[config.mk]
export PLATFORM = sky130hd
export DESIGN_NAME = shift_decode_issue_flat
export DESIGN_NICKNAME = d
export VERILOG_FILES = /design/src/rtl/shift_pkg.sv /design/src/rtl/shift_decode_issue_if.sv /design/src/rtl/shift_regfile.sv /design/src/rtl/shift_decode_issue.sv /design/src/flat_wrapper.sv
export SDC_FILE = /design/constraint.sdc
export NUM_CORES = 1
export LEC_CHECK = 0
export CORE_MARGIN = 5
export CORE_UTILIZATION = 30
export CTS_CLUSTER_DIAMETER = 60
export CTS_CLUSTER_SIZE = 8
export DETAILED_ROUTE_END_ITERATION = 12
export GPL_ROUTABILITY_DRIVEN = 0
export PLACE_DENSITY = 0.52
export SKIP_LAST_GASP = 1
export SLEW_MARGIN = 15
export SYNTH_ARGS = -nofsm -noshare
export SYNTH_HDL_FRONTEND = slang
export SYNTH_SLANG_ARGS = --single-unit
[constraint.sdc]
create_clock -name clk -period 19.9 [get_ports clk]
set_input_delay 1.99 -clock clk [delete_from_list [all_inputs] [get_ports clk]]
set_output_delay 1.99 -clock clk [all_outputs]
set_load 0.01 [all_outputs]
[src/rtl/shift_pkg.sv]
// Shared definitions for the Thumb shift/MOV decode-issue stage: shift-type codes,
// opcode field constants, FSM state encoding and the immediate shift-amount helper.
package shift_pkg;

  localparam logic [1:0] STYPE_LSL = 2'b00;
  localparam logic [1:0] STYPE_LSR = 2'b01;
  localparam logic [1:0] STYPE_ASR = 2'b10;

  localparam logic [2:0] OP_SHIFT_IMM = 3'b000;  // inst[15:13], inst[12:11] = shift type
  localparam logic [4:0] OP_MOV_IMM   = 5'b00100;
  localparam logic [5:0] OP_DP        = 6'b010000;
  localparam logic [3:0] DP_LSL       = 4'b0010;
  localparam logic [3:0] DP_LSR       = 4'b0011;
  localparam logic [3:0] DP_ASR       = 4'b0100;

  typedef enum logic [1:0] {
    ST_IDLE   = 2'b00,
    ST_DECODE = 2'b01,
    ST_ISSUE  = 2'b10,
    ST_WB     = 2'b11
  } state_t;

  // LSR/ASR encode a shift of 32 as imm5 == 0; LSL #0 is a plain move.
  function automatic logic [7:0] imm_amount(input logic [1:0] stype, input logic [4:0] imm5);
    if (stype != STYPE_LSL && imm5 == 5'd0) return 8'd32;
    return {3'b000, imm5};
  endfunction

endpackage

[src/rtl/shift_decode_issue_if.sv]
// Instruction handshake plus the shift-unit operand/result bus; slave = decode stage,
// master = instruction producer together with the shift unit.
interface shift_decode_issue_if #(parameter int REG_W = 32);

  logic [15:0]      inst;
  logic             inst_valid;
  logic             inst_ready;
  logic             en_inst;
  logic             S;
  logic [REG_W-1:0] Rm;
  logic [7:0]       operand2;
  logic [1:0]       stype;
  logic             carry_in;
  logic             zero_in;
  logic             neg_in;
  logic [REG_W-1:0] Rd;
  logic             carry_out;
  logic             zero_out;
  logic             neg_out;

  modport slave (
    input  inst, inst_valid, Rd, carry_out, zero_out, neg_out,
    output inst_ready, en_inst, S, Rm, operand2, stype, carry_in, zero_in, neg_in
  );

  modport master (
    output inst, inst_valid, Rd, carry_out, zero_out, neg_out,
    input  inst_ready, en_inst, S, Rm, operand2, stype, carry_in, zero_in, neg_in
  );

endinterface

[src/rtl/shift_regfile.sv]
// Low register file r0-r7: combinational operand and debug reads, one synchronous write, async clear.
// SHIFT_DEC_REGFORM_EN adds a second operand read port for the register-specified shift amount.
module shift_regfile #(
  parameter int REG_W = 32
) (
  input  logic             clk,
  input  logic             rst,
  input  logic [2:0]       rd_addr,
  output logic [REG_W-1:0] rd_data,
`ifdef SHIFT_DEC_REGFORM_EN
  input  logic [2:0]       amt_addr,
  output logic [REG_W-1:0] amt_data,
`endif
  input  logic [2:0]       dbg_addr,
  output logic [REG_W-1:0] dbg_data,
  input  logic             wr_en,
  input  logic [2:0]       wr_addr,
  input  logic [REG_W-1:0] wr_data
);

  logic [REG_W-1:0] regs [8];

  always_ff @(posedge clk or posedge rst) begin
    if (rst) begin
      for (int i = 0; i < 8; i++) regs[i] <= '0;
    end else if (wr_en) begin
      regs[wr_addr] <= wr_data;
    end
  end

  assign rd_data  = regs[rd_addr];
  assign dbg_data = regs[dbg_addr];
`ifdef SHIFT_DEC_REGFORM_EN
  assign amt_data = regs[amt_addr];
`endif

endmodule

[src/rtl/shift_decode_issue.sv]
// Decode/issue stage for the MOV/shift unit: accept -> done in 2+ISSUE_HOLD cycles, one instruction
// outstanding, inst_ready only in IDLE. SHIFT_DEC_REGFORM_EN enables LSLS/LSRS/ASRS Rdn,Rm.
module shift_decode_issue
  import shift_pkg::*;
#(
  parameter int REG_W      = 32,
  parameter int ISSUE_HOLD = 1
) (
  input  logic                 clk,
  input  logic                 rst,
  shift_decode_issue_if.slave  bus,
  output logic                 done,
  output logic                 illegal,
  input  logic [2:0]           dbg_addr,
  output logic [REG_W-1:0]     dbg_data
);

  localparam int CNT_W = (ISSUE_HOLD > 1) ? $clog2(ISSUE_HOLD) : 1;

  state_t           state, state_nxt;
  logic [15:0]      inst_q;
  logic [CNT_W-1:0] hold_cnt;
  logic [REG_W-1:0] rm_q;
  logic [7:0]       amt_q;
  logic [1:0]       stype_q;
  logic [2:0]       dest_q;
  logic             n_q, z_q, c_q;

  logic             dec_legal;
  logic [1:0]       dec_stype;
  logic [7:0]       dec_amt;
  logic [2:0]       dec_src;
  logic [2:0]       dec_dest;
  logic             dec_imm8;
  logic [REG_W-1:0] dec_rm;
  logic [7:0]       dec_op2;
  logic [REG_W-1:0] rf_rd_data;
`ifdef SHIFT_DEC_REGFORM_EN
  logic             dec_reg_amt;
  logic [2:0]       dec_amt_src;
  logic [REG_W-1:0] rf_amt_data;
`endif

  // Decode works on the latched instruction so the producer may change inst after acceptance.
  always_comb begin
    dec_legal = 1'b0;
    dec_stype = STYPE_LSL;
    dec_amt   = '0;
    dec_src   = inst_q[5:3];
    dec_dest  = inst_q[2:0];
    dec_imm8  = 1'b0;
`ifdef SHIFT_DEC_REGFORM_EN
    dec_reg_amt = 1'b0;
    dec_amt_src = inst_q[5:3];
`endif
    if (inst_q[15:13] == OP_SHIFT_IMM && inst_q[12:11] != 2'b11) begin
      dec_legal = 1'b1;
      dec_stype = inst_q[12:11];
      dec_amt   = imm_amount(inst_q[12:11], inst_q[10:6]);
    end else if (inst_q[15:11] == OP_MOV_IMM) begin
      dec_legal = 1'b1;
      dec_imm8  = 1'b1;
      dec_dest  = inst_q[10:8];
    end
`ifdef SHIFT_DEC_REGFORM_EN
    else if (inst_q[15:10] == OP_DP &&
             (inst_q[9:6] == DP_LSL || inst_q[9:6] == DP_LSR || inst_q[9:6] == DP_ASR)) begin
      dec_legal   = 1'b1;
      dec_reg_amt = 1'b1;
      dec_src     = inst_q[2:0];
      dec_dest    = inst_q[2:0];
      dec_stype   = (inst_q[9:6] == DP_LSL) ? STYPE_LSL :
                    (inst_q[9:6] == DP_LSR) ? STYPE_LSR : STYPE_ASR;
    end
`endif
  end

  assign dec_rm = dec_imm8 ? {{(REG_W-8){1'b0}}, inst_q[7:0]} : rf_rd_data;
`ifdef SHIFT_DEC_REGFORM_EN
  assign dec_op2 = !dec_reg_amt            ? dec_amt :
                   (|rf_amt_data[REG_W-1:8]) ? 8'hFF  : rf_amt_data[7:0];
`else
  assign dec_op2 = dec_amt;
`endif

  always_comb begin
    state_nxt      = state;
    bus.inst_ready = 1'b0;
    bus.en_inst    = 1'b0;
    bus.S          = 1'b0;
    done           = 1'b0;
    illegal        = 1'b0;
    case (state)
      ST_IDLE: begin
        bus.inst_ready = 1'b1;
        if (bus.inst_valid) state_nxt = ST_DECODE;
      end
      ST_DECODE: begin
        illegal   = !dec_legal;
        state_nxt = dec_legal ? ST_ISSUE : ST_IDLE;
      end
      ST_ISSUE: begin
        bus.en_inst = 1'b1;
        bus.S       = 1'b1;
        if (hold_cnt == CNT_W'(ISSUE_HOLD - 1)) state_nxt = ST_WB;
      end
      ST_WB: begin
        bus.en_inst = 1'b1;
        bus.S       = 1'b1;
        done        = 1'b1;
        state_nxt   = ST_IDLE;
      end
      default: state_nxt = ST_IDLE;
    endcase
  end

  always_ff @(posedge clk or posedge rst) begin
    if (rst) begin
      state    <= ST_IDLE;
      inst_q   <= '0;
      hold_cnt <= '0;
      rm_q     <= '0;
      amt_q    <= '0;
      stype_q  <= STYPE_LSL;
      dest_q   <= '0;
      n_q      <= 1'b0;
      z_q      <= 1'b0;
      c_q      <= 1'b0;
    end else begin
      state    <= state_nxt;
      hold_cnt <= (state == ST_ISSUE) ? hold_cnt + 1'b1 : '0;
      if (state == ST_IDLE && bus.inst_valid) inst_q <= bus.inst;
      // Operands are frozen here so they stay stable for the whole en_inst window.
      if (state == ST_DECODE && dec_legal) begin
        rm_q    <= dec_rm;
        amt_q   <= dec_op2;
        stype_q <= dec_stype;
        dest_q  <= dec_dest;
      end
      if (state == ST_WB) begin
        n_q <= bus.neg_out;
        z_q <= bus.zero_out;
        c_q <= bus.carry_out;
      end
    end
  end

  assign bus.Rm       = rm_q;
  assign bus.operand2 = amt_q;
  assign bus.stype    = stype_q;
  assign bus.carry_in = c_q;
  assign bus.zero_in  = z_q;
  assign bus.neg_in   = n_q;

  shift_regfile #(.REG_W(REG_W)) u_regfile (
    .clk      (clk),
    .rst      (rst),
    .rd_addr  (dec_src),
    .rd_data  (rf_rd_data),
`ifdef SHIFT_DEC_REGFORM_EN
    .amt_addr (dec_amt_src),
    .amt_data (rf_amt_data),
`endif
    .dbg_addr (dbg_addr),
    .dbg_data (dbg_data),
    .wr_en    (state == ST_WB),
    .wr_addr  (dest_q),
    .wr_data  (bus.Rd)
  );

endmodule

[src/flat_wrapper.sv]
// flat-port wrapper written by rule: the top's interface ports become plain ports
module shift_decode_issue_flat import shift_pkg::*;
#(
  parameter int REG_W      = 32,
  parameter int ISSUE_HOLD = 1
)
  (clk, rst, done, illegal, dbg_addr, dbg_data, bus_inst, bus_inst_valid, bus_Rd, bus_carry_out, bus_zero_out, bus_neg_out, bus_inst_ready, bus_en_inst, bus_S, bus_Rm, bus_operand2, bus_stype, bus_carry_in, bus_zero_in, bus_neg_in);
  shift_decode_issue_if #(.REG_W(REG_W)) bus_i ();
  input  logic clk;
  input  logic rst;
  output logic done;
  output logic illegal;
  input  logic [2:0] dbg_addr;
  output logic [REG_W-1:0] dbg_data;
  input wire logic [$bits(bus_i.inst)-1:0] bus_inst;
  input wire logic [$bits(bus_i.inst_valid)-1:0] bus_inst_valid;
  input wire logic [$bits(bus_i.Rd)-1:0] bus_Rd;
  input wire logic [$bits(bus_i.carry_out)-1:0] bus_carry_out;
  input wire logic [$bits(bus_i.zero_out)-1:0] bus_zero_out;
  input wire logic [$bits(bus_i.neg_out)-1:0] bus_neg_out;
  output wire logic [$bits(bus_i.inst_ready)-1:0] bus_inst_ready;
  output wire logic [$bits(bus_i.en_inst)-1:0] bus_en_inst;
  output wire logic [$bits(bus_i.S)-1:0] bus_S;
  output wire logic [$bits(bus_i.Rm)-1:0] bus_Rm;
  output wire logic [$bits(bus_i.operand2)-1:0] bus_operand2;
  output wire logic [$bits(bus_i.stype)-1:0] bus_stype;
  output wire logic [$bits(bus_i.carry_in)-1:0] bus_carry_in;
  output wire logic [$bits(bus_i.zero_in)-1:0] bus_zero_in;
  output wire logic [$bits(bus_i.neg_in)-1:0] bus_neg_in;
  assign bus_i.inst = bus_inst;
  assign bus_i.inst_valid = bus_inst_valid;
  assign bus_i.Rd = bus_Rd;
  assign bus_i.carry_out = bus_carry_out;
  assign bus_i.zero_out = bus_zero_out;
  assign bus_i.neg_out = bus_neg_out;
  assign bus_inst_ready = bus_i.inst_ready;
  assign bus_en_inst = bus_i.en_inst;
  assign bus_S = bus_i.S;
  assign bus_Rm = bus_i.Rm;
  assign bus_operand2 = bus_i.operand2;
  assign bus_stype = bus_i.stype;
  assign bus_carry_in = bus_i.carry_in;
  assign bus_zero_in = bus_i.zero_in;
  assign bus_neg_in = bus_i.neg_in;
  shift_decode_issue #(.REG_W(REG_W), .ISSUE_HOLD(ISSUE_HOLD)) u_core (.clk(clk), .rst(rst), .bus(bus_i), .done(done), .illegal(illegal), .dbg_addr(dbg_addr), .dbg_data(dbg_data));
endmodule
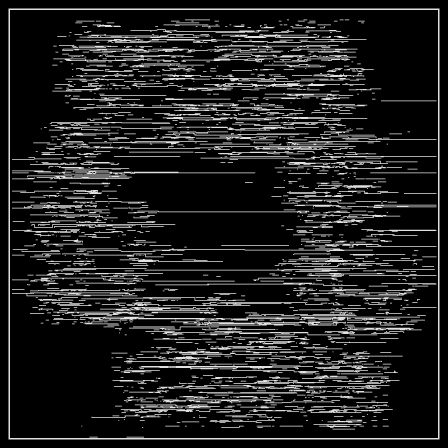
Run 1: the metal 1 layer
nets with wire on the layer = 1,104
main direction = horizontal
share of all routed wire = 47%

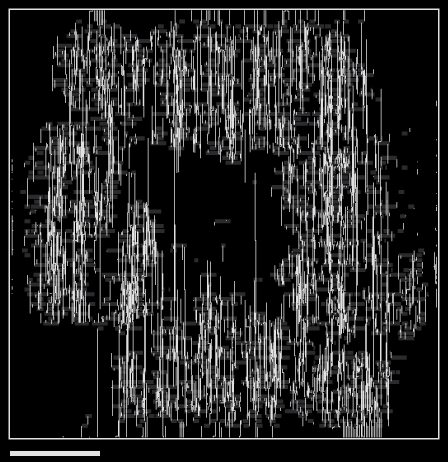
Run 1: the metal 2 layer
The bar under the picture is 50 um long.
wire length on this layer = 20.5 mm
longest straight run = 109 um
share of all routed wire = 47%
main direction = vertical
nets with wire on the layer = 1,067
vias post-DR: 9,443
routing usage on met2: 24.5%
total length of routed wires: 43.5 mm

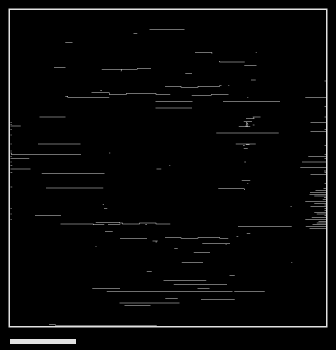
Run 1: the metal 3 layer
The bar under the picture is 50 um long.
nets with wire on the layer = 90
wire length on this layer = 1,760 um
longest straight run = 94.8 um

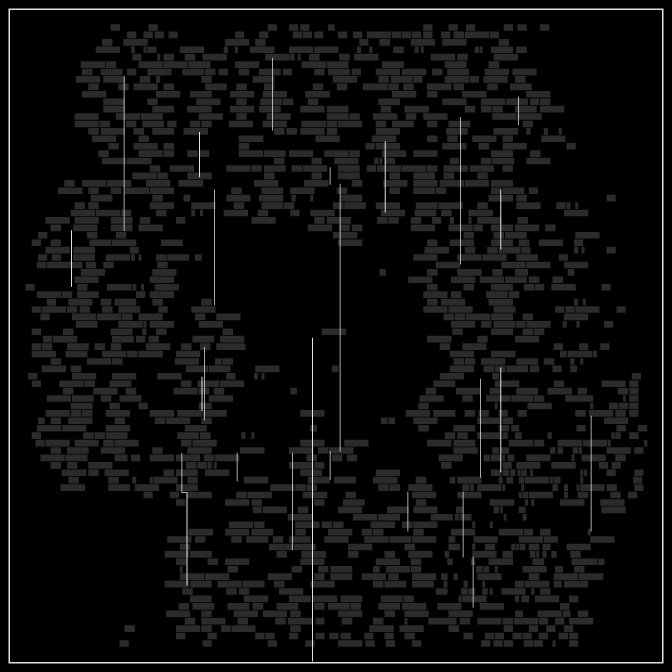
Run 1: metal 4
main direction = vertical
longest straight run = 118 um
nets with wire on the layer = 7
share of all routed wire = 1.9%
wire length on this layer = 813 um

==> CHANGELOG.md, run 1 <==
### Changed

- Run status: complete, no violations
- Routing usage on met3: 2.91%
- Cell count in the Yosys report: 1,000
- Max transition margin: 33.7%
- Total core area: 52,200 um2
- Clock Sink Count: 321
- Heaviest power group: registers
- Vias per Instance: 5.16
- NumNets Final: 1,186
- Total number of warnings across the stage logs: 29
- Static leakage power: 0.00813 uW
- Post-DRT Antenna Nets: 0
- Internal power consumption: 2050 uW
- Layout overhead on the synthesized area: 21.6%
- Number of cells on the critical path: 5
- Combined buffer and inverter count along the critical path: 3
- Die W: 239 um
- Critical-path cell with the highest stage delay: buf_4
- Gate Count Post-Synth: 1,000
- Design Power: 2960 uW
- Startpoint-to-endpoint class of the critical path: in -> out
- R2R Path Start: u_core.inst_q[3]$_DFFE_PP0P_
- Maximum number of pins on one net before global-route repair: 105
- VDD IR max: 0.0000583 V
- Slew Viols, Final: 0
- P_clk: 741 uW
- End of the critical path: dbg_data[27]
- End of the worst register-to-register path: u_core.bus.Rm[7]$_DFFE_PP0P_
- Netlist cell types: 34
- RSZ-0062 raised after global routing: no
run 1: cells by family (layout without fill, tap and decap cells):
| family | Yosys count | count (layout) | share of synthesized area [%] |
|---|---|---|---|
| AND-OR/OR-AND | 53 | 53 | 2.19 |
| multiplexers | 459 | 459 | 41.8 |
| other | 1 | 4 | 0.0238 |
| buffers and inverters | 80 | 218 | 2.33 |
| adder cells (fa/ha/maj) | 1 | 1 | 0.0716 |
| AND/OR/NAND/NOR | 85 | 85 | 2.47 |
| flip-flops | 321 | 321 | 51.1 |
run 1: final cells by class:
class	instances	area, um2	area share (%)
well taps	688	861	4.50
repair buffers	157	1510	7.89
clock inverters	2	35.0	0.183
inverters	2	15.0	0.0785
clock buffers	57	1290	6.73
flip-flops and latches	321	8040	42.0
diodes	2	5.00	0.0262
multi-input cells	600	7370	38.6
## Run 2: what changed since run 1
--- a/config.mk
+++ b/config.mk
@@ -11,7 +11,7 @@
 export CTS_CLUSTER_SIZE = 8
 export DETAILED_ROUTE_END_ITERATION = 12
 export GPL_ROUTABILITY_DRIVEN = 0
-export PLACE_DENSITY = 0.52
+export PLACE_DENSITY = 0.54
 export SKIP_LAST_GASP = 1
 export SLEW_MARGIN = 15
 export SYNTH_ARGS = -nofsm -noshare
==> constraint.sdc (replaced) <==
create_clock -name clk -period 5.5 [get_ports clk]
set_input_delay 0.55 -clock clk [delete_from_list [all_inputs] [get_ports clk]]
set_output_delay 0.55 -clock clk [all_outputs]
set_load 0.01 [all_outputs]
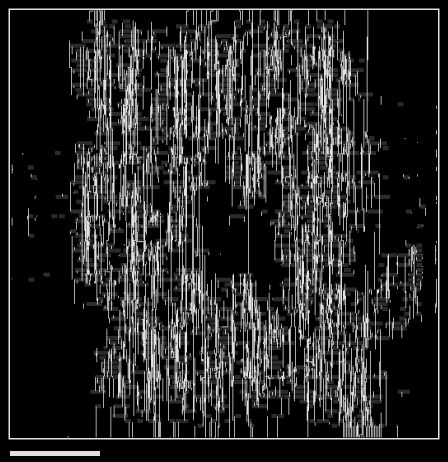
Run 2: the metal 2 layer
The bar under the picture is 50 um long.
share of all routed wire = 48%
nets with wire on the layer = 1,085
total length of routed wires: 42.9 mm
vias post-DR: 9,399
routing usage on met2: 24.7%

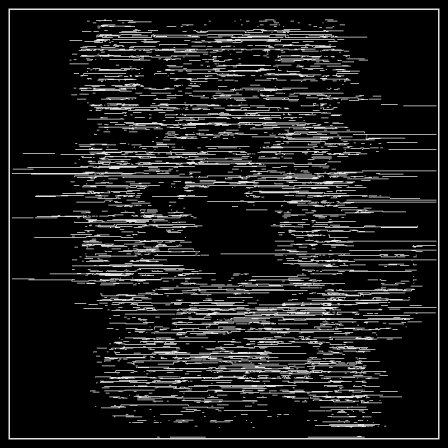
Run 2: the metal 1 layer
wire length on this layer = 19,200 um
longest straight run = 72.2 um
main direction = horizontal
share of all routed wire = 45%

==> run 2 against run 1 <==
- clock power went up to 3.4 times the previous value
- die area did not move
- count of clock-buffer cells in the layout shrank 6
- critical path type unchanged
- critical endpoint is now dbg_data[10]
==> CHANGELOG.md, run 2 <==
### Changed

- Number of logic gates: 600 (unchanged)
- Post-DRT Antenna Nets: 0 (unchanged)
- Combined buffer and inverter count along the critical path: 3 (unchanged)
- Internal power consumption: 7260 uW (+250%)
- P_clk: 2490 uW (+240%)
- Vias per Instance: 5.15 (-0.19%)
- Netlist cell types: 34 (unchanged)
- Heaviest power group: registers
- Register share of the cell area: 42.2% (+0.18 points)
- End of the worst register-to-register path: u_core.bus.Rm[3]$_DFFE_PP0P_
- NumNets Final: 1,186 (unchanged)
- Multi-input gate share of the layout cell area: 38.7% (+0.18 points)
- Tap cells: 688 (unchanged)
- Startpoint-to-endpoint class of the critical path: in -> out
- End of the critical path: dbg_data[10]
- Die W: 239 um (unchanged)
- Run status: complete, no violations
- Static leakage power: 0.00808 uW (-0.54%)
- Non-clock buffers: 158 (+0.64%)
- Max transition margin: 31.8% (-2.0 points)
- Slew Viols, Final: 0 (unchanged)
- Critical-path cell with the highest stage delay: buf_4
- Diode count: 1 (-1)
- Post-synth seq share: 51.1%
- Fraction of area in clock buffers and inverters: 6.35% (-0.55 points)
- Total number of warnings across the stage logs: 29 (unchanged)
- VDD IR max: 0.000234 V (+300%)
- Clock Sink Count: 321 (unchanged)
- Total core area: 52,200 um2 (unchanged)
- Clk_lat worst skew: 0.56 ns
- Number of cells on the critical path: 5 (unchanged)
- Non-clock inverters: 2 (unchanged)
- R2R Path Start: u_core.inst_q[4]$_DFFE_PP0P_
- Routing usage on met3: 3.14% (+0.23 points)
- Gate Count Post-Synth: 1,000 (unchanged)
- Combined area of the multi-input logic cells: 7380 um2 (about the same)
- Layout overhead on the synthesized area: 21.1%
- Seq. cell area: 8040 um2 (unchanged)
- Maximum number of pins on one net before global-route repair: 143 (+36%)
- Number of clock buffers in the layout: 51 (-11%)
- Cell group occupying the most layout area: registers
- Non-clock buffer share of cell area: 8.09% (+0.21 points)
- Num sequential: 321 (unchanged)
- RSZ-0062 raised after global routing: no
- Cell count in the Yosys report: 1,000 (unchanged)
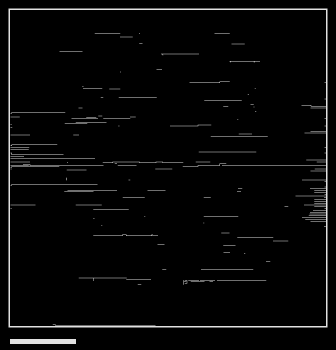
Run 2: the metal 3 layer
The bar under the picture is 50 um long.
main direction = horizontal
share of all routed wire = 4.7%

==> run 2: cell counts after synthesis <==
Identical to the previous run, type by type.
==> run 2: stage by stage <==
step | std cells | total power, uW
2_1_floorplan | 1001 | 6690
3_3_place_gp | 1769 | 8040
3_5_place_dp | 1769 | 8130
4_1_cts | 1823 | 10700
5_1_grt | 1823 | 11200
6_report | 1824 | 10500
==> run 2: kinds of logic after synthesis <==
| logic type | after synthesis | synth area share (%) |
|---|---|---|
| other cells | 1 | 0.0238 |
| buf+inv | 80 | 2.33 |
| mux | 459 | 41.8 |
| flops | 321 | 51.1 |
| simple gates | 85 | 2.47 |
| compound gates | 53 | 2.19 |
| fa+ha+maj | 1 | 0.0716 |
No activity file was given, so power comes from the tool's default toggle rates.
